### src/rtl/alu_writeback.sv
// Execute/writeback stage around an external combinational 8-bit ALU.
// One instruction in flight; operands read at acceptance, result and flags written back in WB.
//
// state | meaning
// IDLE  | ready for an instruction; operands latched on accept
// EXEC  | latched op/A/B driven to the ALU, result settling
// WB    | ALU result written to R[dst] (unless nowb), flags captured
module alu_writeback #(
  parameter int              DW       = 8,
  parameter int              AW       = 2,
  parameter logic [DW-1:0]   REG_INIT = 8'h00
) (
  input  logic          clk,
  input  logic          rst_n,
  input  logic          in_valid,
  output logic          in_ready,
  input  logic [3:0]    in_op,
  input  logic [AW-1:0] in_dst,
  input  logic [AW-1:0] in_srca,
  input  logic [AW-1:0] in_srcb,
  input  logic [DW-1:0] in_imm,
  input  logic          in_use_imm,
  input  logic          in_nowb,
  output logic [3:0]    alu_op,
  output logic [DW-1:0] alu_a,
  output logic [DW-1:0] alu_b,
  input  logic [DW-1:0] alu_o,
  input  logic          alu_c,
  input  logic          alu_z,
  output logic          wb_valid,
  output logic [AW-1:0] wb_dst,
  output logic [DW-1:0] wb_data,
  output logic          flag_c,
  output logic          flag_z,
  input  logic [AW-1:0] dbg_addr,
  output logic [DW-1:0] dbg_data
);

  localparam int NREG = 1 << AW;

  typedef enum logic [1:0] {IDLE, EXEC, WB} state_t;

  state_t        state_q, state_d;
  logic [3:0]    op_q, op_d;
  logic [AW-1:0] dst_q, dst_d;
  logic          nowb_q, nowb_d;
  logic [DW-1:0] opa_q, opa_d;
  logic [DW-1:0] opb_q, opb_d;
  logic [DW-1:0] regs_q [NREG];
  logic [DW-1:0] regs_d [NREG];
  logic          flag_c_q, flag_c_d;
  logic          flag_z_q, flag_z_d;
  logic          wb_valid_q, wb_valid_d;
  logic [AW-1:0] wb_dst_q, wb_dst_d;
  logic [DW-1:0] wb_data_q, wb_data_d;

  // Ready is forced low while reset is held so nothing is accepted during reset.
  assign in_ready = rst_n && (state_q == IDLE);

  always_comb begin
    state_d    = state_q;
    op_d       = op_q;
    dst_d      = dst_q;
    nowb_d     = nowb_q;
    opa_d      = opa_q;
    opb_d      = opb_q;
    regs_d     = regs_q;
    flag_c_d   = flag_c_q;
    flag_z_d   = flag_z_q;
    wb_valid_d = 1'b0;
    wb_dst_d   = wb_dst_q;
    wb_data_d  = wb_data_q;
    case (state_q)
      IDLE: begin
        if (in_valid && in_ready) begin
          op_d    = in_op;
          dst_d   = in_dst;
          nowb_d  = in_nowb;
          opa_d   = regs_q[in_srca];
          opb_d   = in_use_imm ? in_imm : regs_q[in_srcb];
          state_d = EXEC;
        end
      end
      EXEC: state_d = WB;
      WB: begin
        flag_c_d   = alu_c;
        flag_z_d   = alu_z;
        wb_valid_d = 1'b1;
        wb_dst_d   = dst_q;
        wb_data_d  = alu_o;
        if (!nowb_q) regs_d[dst_q] = alu_o;
        state_d    = IDLE;
      end
      default: state_d = IDLE;
    endcase
  end

  always_ff @(posedge clk or negedge rst_n) begin
    if (!rst_n) begin
      state_q    <= IDLE;
      op_q       <= 4'b0000;
      dst_q      <= '0;
      nowb_q     <= 1'b0;
      opa_q      <= '0;
      opb_q      <= '0;
      for (int i = 0; i < NREG; i++) regs_q[i] <= REG_INIT;
      flag_c_q   <= 1'b0;
      flag_z_q   <= 1'b0;
      wb_valid_q <= 1'b0;
      wb_dst_q   <= '0;
      wb_data_q  <= '0;
    end else begin
      state_q    <= state_d;
      op_q       <= op_d;
      dst_q      <= dst_d;
      nowb_q     <= nowb_d;
      opa_q      <= opa_d;
      opb_q      <= opb_d;
      regs_q     <= regs_d;
      flag_c_q   <= flag_c_d;
      flag_z_q   <= flag_z_d;
      wb_valid_q <= wb_valid_d;
      wb_dst_q   <= wb_dst_d;
      wb_data_q  <= wb_data_d;
    end
  end

  assign alu_op   = op_q;
  assign alu_a    = opa_q;
  assign alu_b    = opb_q;
  assign wb_valid = wb_valid_q;
  assign wb_dst   = wb_dst_q;
  assign wb_data  = wb_data_q;
  assign flag_c   = flag_c_q;
  assign flag_z   = flag_z_q;
  assign dbg_data = regs_q[dbg_addr];

endmodule

### config.mk
export PLATFORM = sky130hd
export DESIGN_NAME = alu_writeback
export DESIGN_NICKNAME = d
export VERILOG_FILES = /design/src/rtl/alu_writeback.sv
export SDC_FILE = /design/constraint.sdc
export NUM_CORES = 1
export LEC_CHECK = 0
export ABC_AREA = 1
export CAP_MARGIN = 40
export CORE_UTILIZATION = 46
export DETAILED_ROUTE_END_ITERATION = 7
export GPL_ROUTABILITY_DRIVEN = 0
export GPL_TIMING_DRIVEN = 0
export PLACE_DENSITY = 0.85
export SLEW_MARGIN = 20
export SYNTH_ARGS = -nofsm -noshare
export SYNTH_HDL_FRONTEND = slang
export SYNTH_SLANG_ARGS = --single-unit
### constraint.sdc
create_clock -name clk -period 1.2 [get_ports clk]
set_input_delay 0.12 -clock clk [delete_from_list [all_inputs] [get_ports clk]]
set_output_delay 0.12 -clock clk [all_outputs]
set_load 0.03 [all_outputs]
==> summary.txt <==
flow finished, numbers: Area leader share=0.480, root buffer cell=clkbuf_8, Hold WC Path Type=in2async, Reg area=1770 sq um, Worst-path clk slew=80 ps, reg-to-reg endpoint=regs_q[21]$_DFFE_PN0P_, Placement Setup Slack=-993 ps, nature of the critical path startpoint=register, Worst Setup EP=dbg_data[7], Ys Warns=0, post-synth top area cell=dfrtp_1, Worst setup EP type=output port, Tot Pwr=between 10 and 15 mW, CTS H-tree lvls=3, final core occ=0.742, reg-to-reg slack, setup=-170 ps, Synth top cells by count=nand2_1 (183), dfrtp_1 (70), nor2_1 (66), o21ai_0 (36), o21ai_2 (32), flops out of synthesis=70, FF-to-FF path depth=7, slowest stage delay, CP=~460 ps, Peak Freq=0.684 GHz, fin nets=between 600 and 700, most frequent cells in the layout=nand2_1 (136), dfrtp_1 (59), nor2_1 (56), o21ai_2 (41), buf_4 (38), Max Used Layer=met4, layout cell share with drive strength beyond 1=0.420, Synth Seq Share=0.480, Post-DP Area=about 4500 sq um, crit path launch=regs_q[23]$_DFFE_PN0P_, Longest Clk Path Bufs=2, Post-synth EDFFs=0, max-slew violations=0, CTS buffer count=9, CP arrival=1340 ps, Starting DRT DRC Count=322, Tot GR Track Use=0.282, Logic cell area=a little over 2000 sq um, die area=about 8300 sq um, via count=3778, initial antenna violation count=0, worst setup margin=-263 ps, Fin Setup TNS=-6670 ps, Pwr per Cell Area=roughly 2100 nW/um^2, clk latency late pin=roughly 370 ps, Cells after Synth=471, setup violators final=59, post-DP HPWL=a little under 7000 um, failing checks=hold timing, setup timing, MaxCap Viol Count=0, count leader, synth=nand2_1, global route overflow=0, GRT met2 Usage=0.470, fp util=0.474, switching share of power=0.418, Levels on crit path=3, combinational share of cell area=0.358, relative slew slack=0.695, bufs w/o clock=139, num ports=~77, Antenna Violating Nets Remaining=0, minimum clock period=approximately 1500 ps, Floorplan Nets=around 500, # Cells Yosys=about 470, CTS tree=yes, P_comb=approximately 5.5 mW, max reg flops=32, clock power share=0.188, status=finished with violations, crit path DRT=between 1000 and 1500 ps, R2R Path Start=state_q[0]$_DFFE_PN0P_, vias in the first global route=roughly 3700, VDD IR-drop max=roughly 0.0013 V, worst hold slack=-298 ps, drc violations=0, dominant kind of cell by area=combinational gates, Final Hold Fails=31, filler instances=~550, most flop-heavy register=regs_q, Chip Area, Yosys=approximately 3600 sq um, count of cell types in the netlist=17, Slowest-stage cell, CP=dfrtp_2, drt total wl=approximately 12000 um, Seq/total area=0.310, # Taps=approximately 100, CP delay by family, top=flip-flops
## worst reg2reg max path, cell delays in order (launching register included)
cell     delay (ps)
dfrtp_1         420
inv_2           100
nand2_4          80
nor2_8          190
nand3_4         160
buf_8           190
nand2_2          70
o21ai_2          50
## repair_timing
action	4_1_cts	5_1_grt
buffers inserted	30	12
endpoints found under the hold margin	31	31
cloned	5	2
gates resized	228	114
pin swaps	15	18
setup endpoints to repair	106	78
## cell families after synthesis
logic type	count (synthesis)	share of synthesized area
AND-OR/OR-AND	76	0.140
buffers and inverters	50	0.0669
flip-flops	70	0.480
AND/OR/NAND/NOR	275	0.313
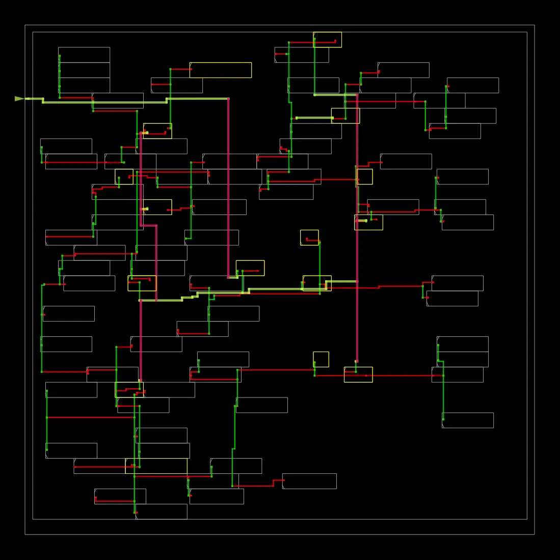
Fig. 1. Clock routing.
clock buffer count: 10
registers: 70
post-route clock skew: 14.5 ps
Sink Count: 70

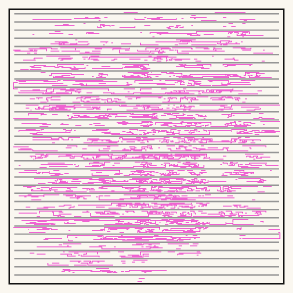
Fig. 2. Metal 1.
(3 px per um) Supply wires on this layer in gray.
longest straight run = 29.0 um
main direction = horizontal
wire length on this layer = 4440 um
share of all routed wire = 38%

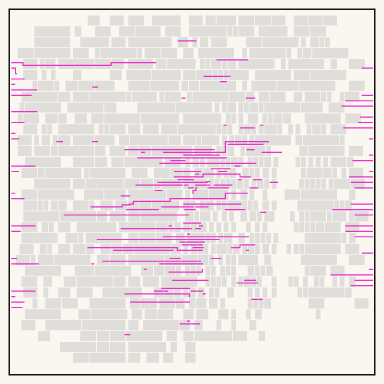
Fig. 3. The metal 3 layer.
(4 px per um) Cells faint in the background.
share of all routed wire = 7.1%
longest straight run = 31.0 um
main direction = horizontal
nets with wire on the layer = 103

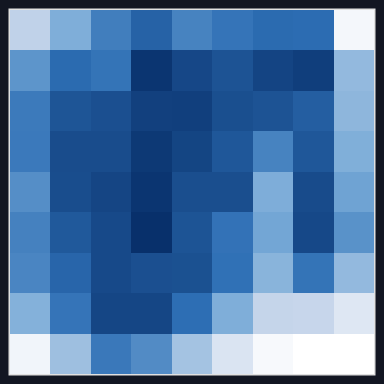
Fig. 4. Cell density map.
(4 px per um) 9 x 9 tiles, from white (low) to dark blue (high), 0 to 100% covered.
tiles over 75% full = 48%
emptiest ninth of the die = lower right
fullest tile = 100%
mean over tiles = 67%

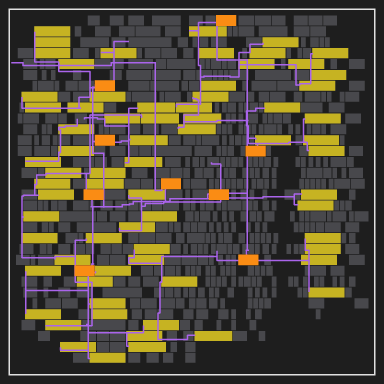
Fig. 5. Routed clock nets over the placement.
(4 px per um)
purple -> clock wires  # length 945 um
orange -> cells driving clock nets  # count 9
yellow -> flip-flops  # count 70
routed clock nets = 10
flops lie = widely spread

Power is estimated from default activity; no workload was simulated.
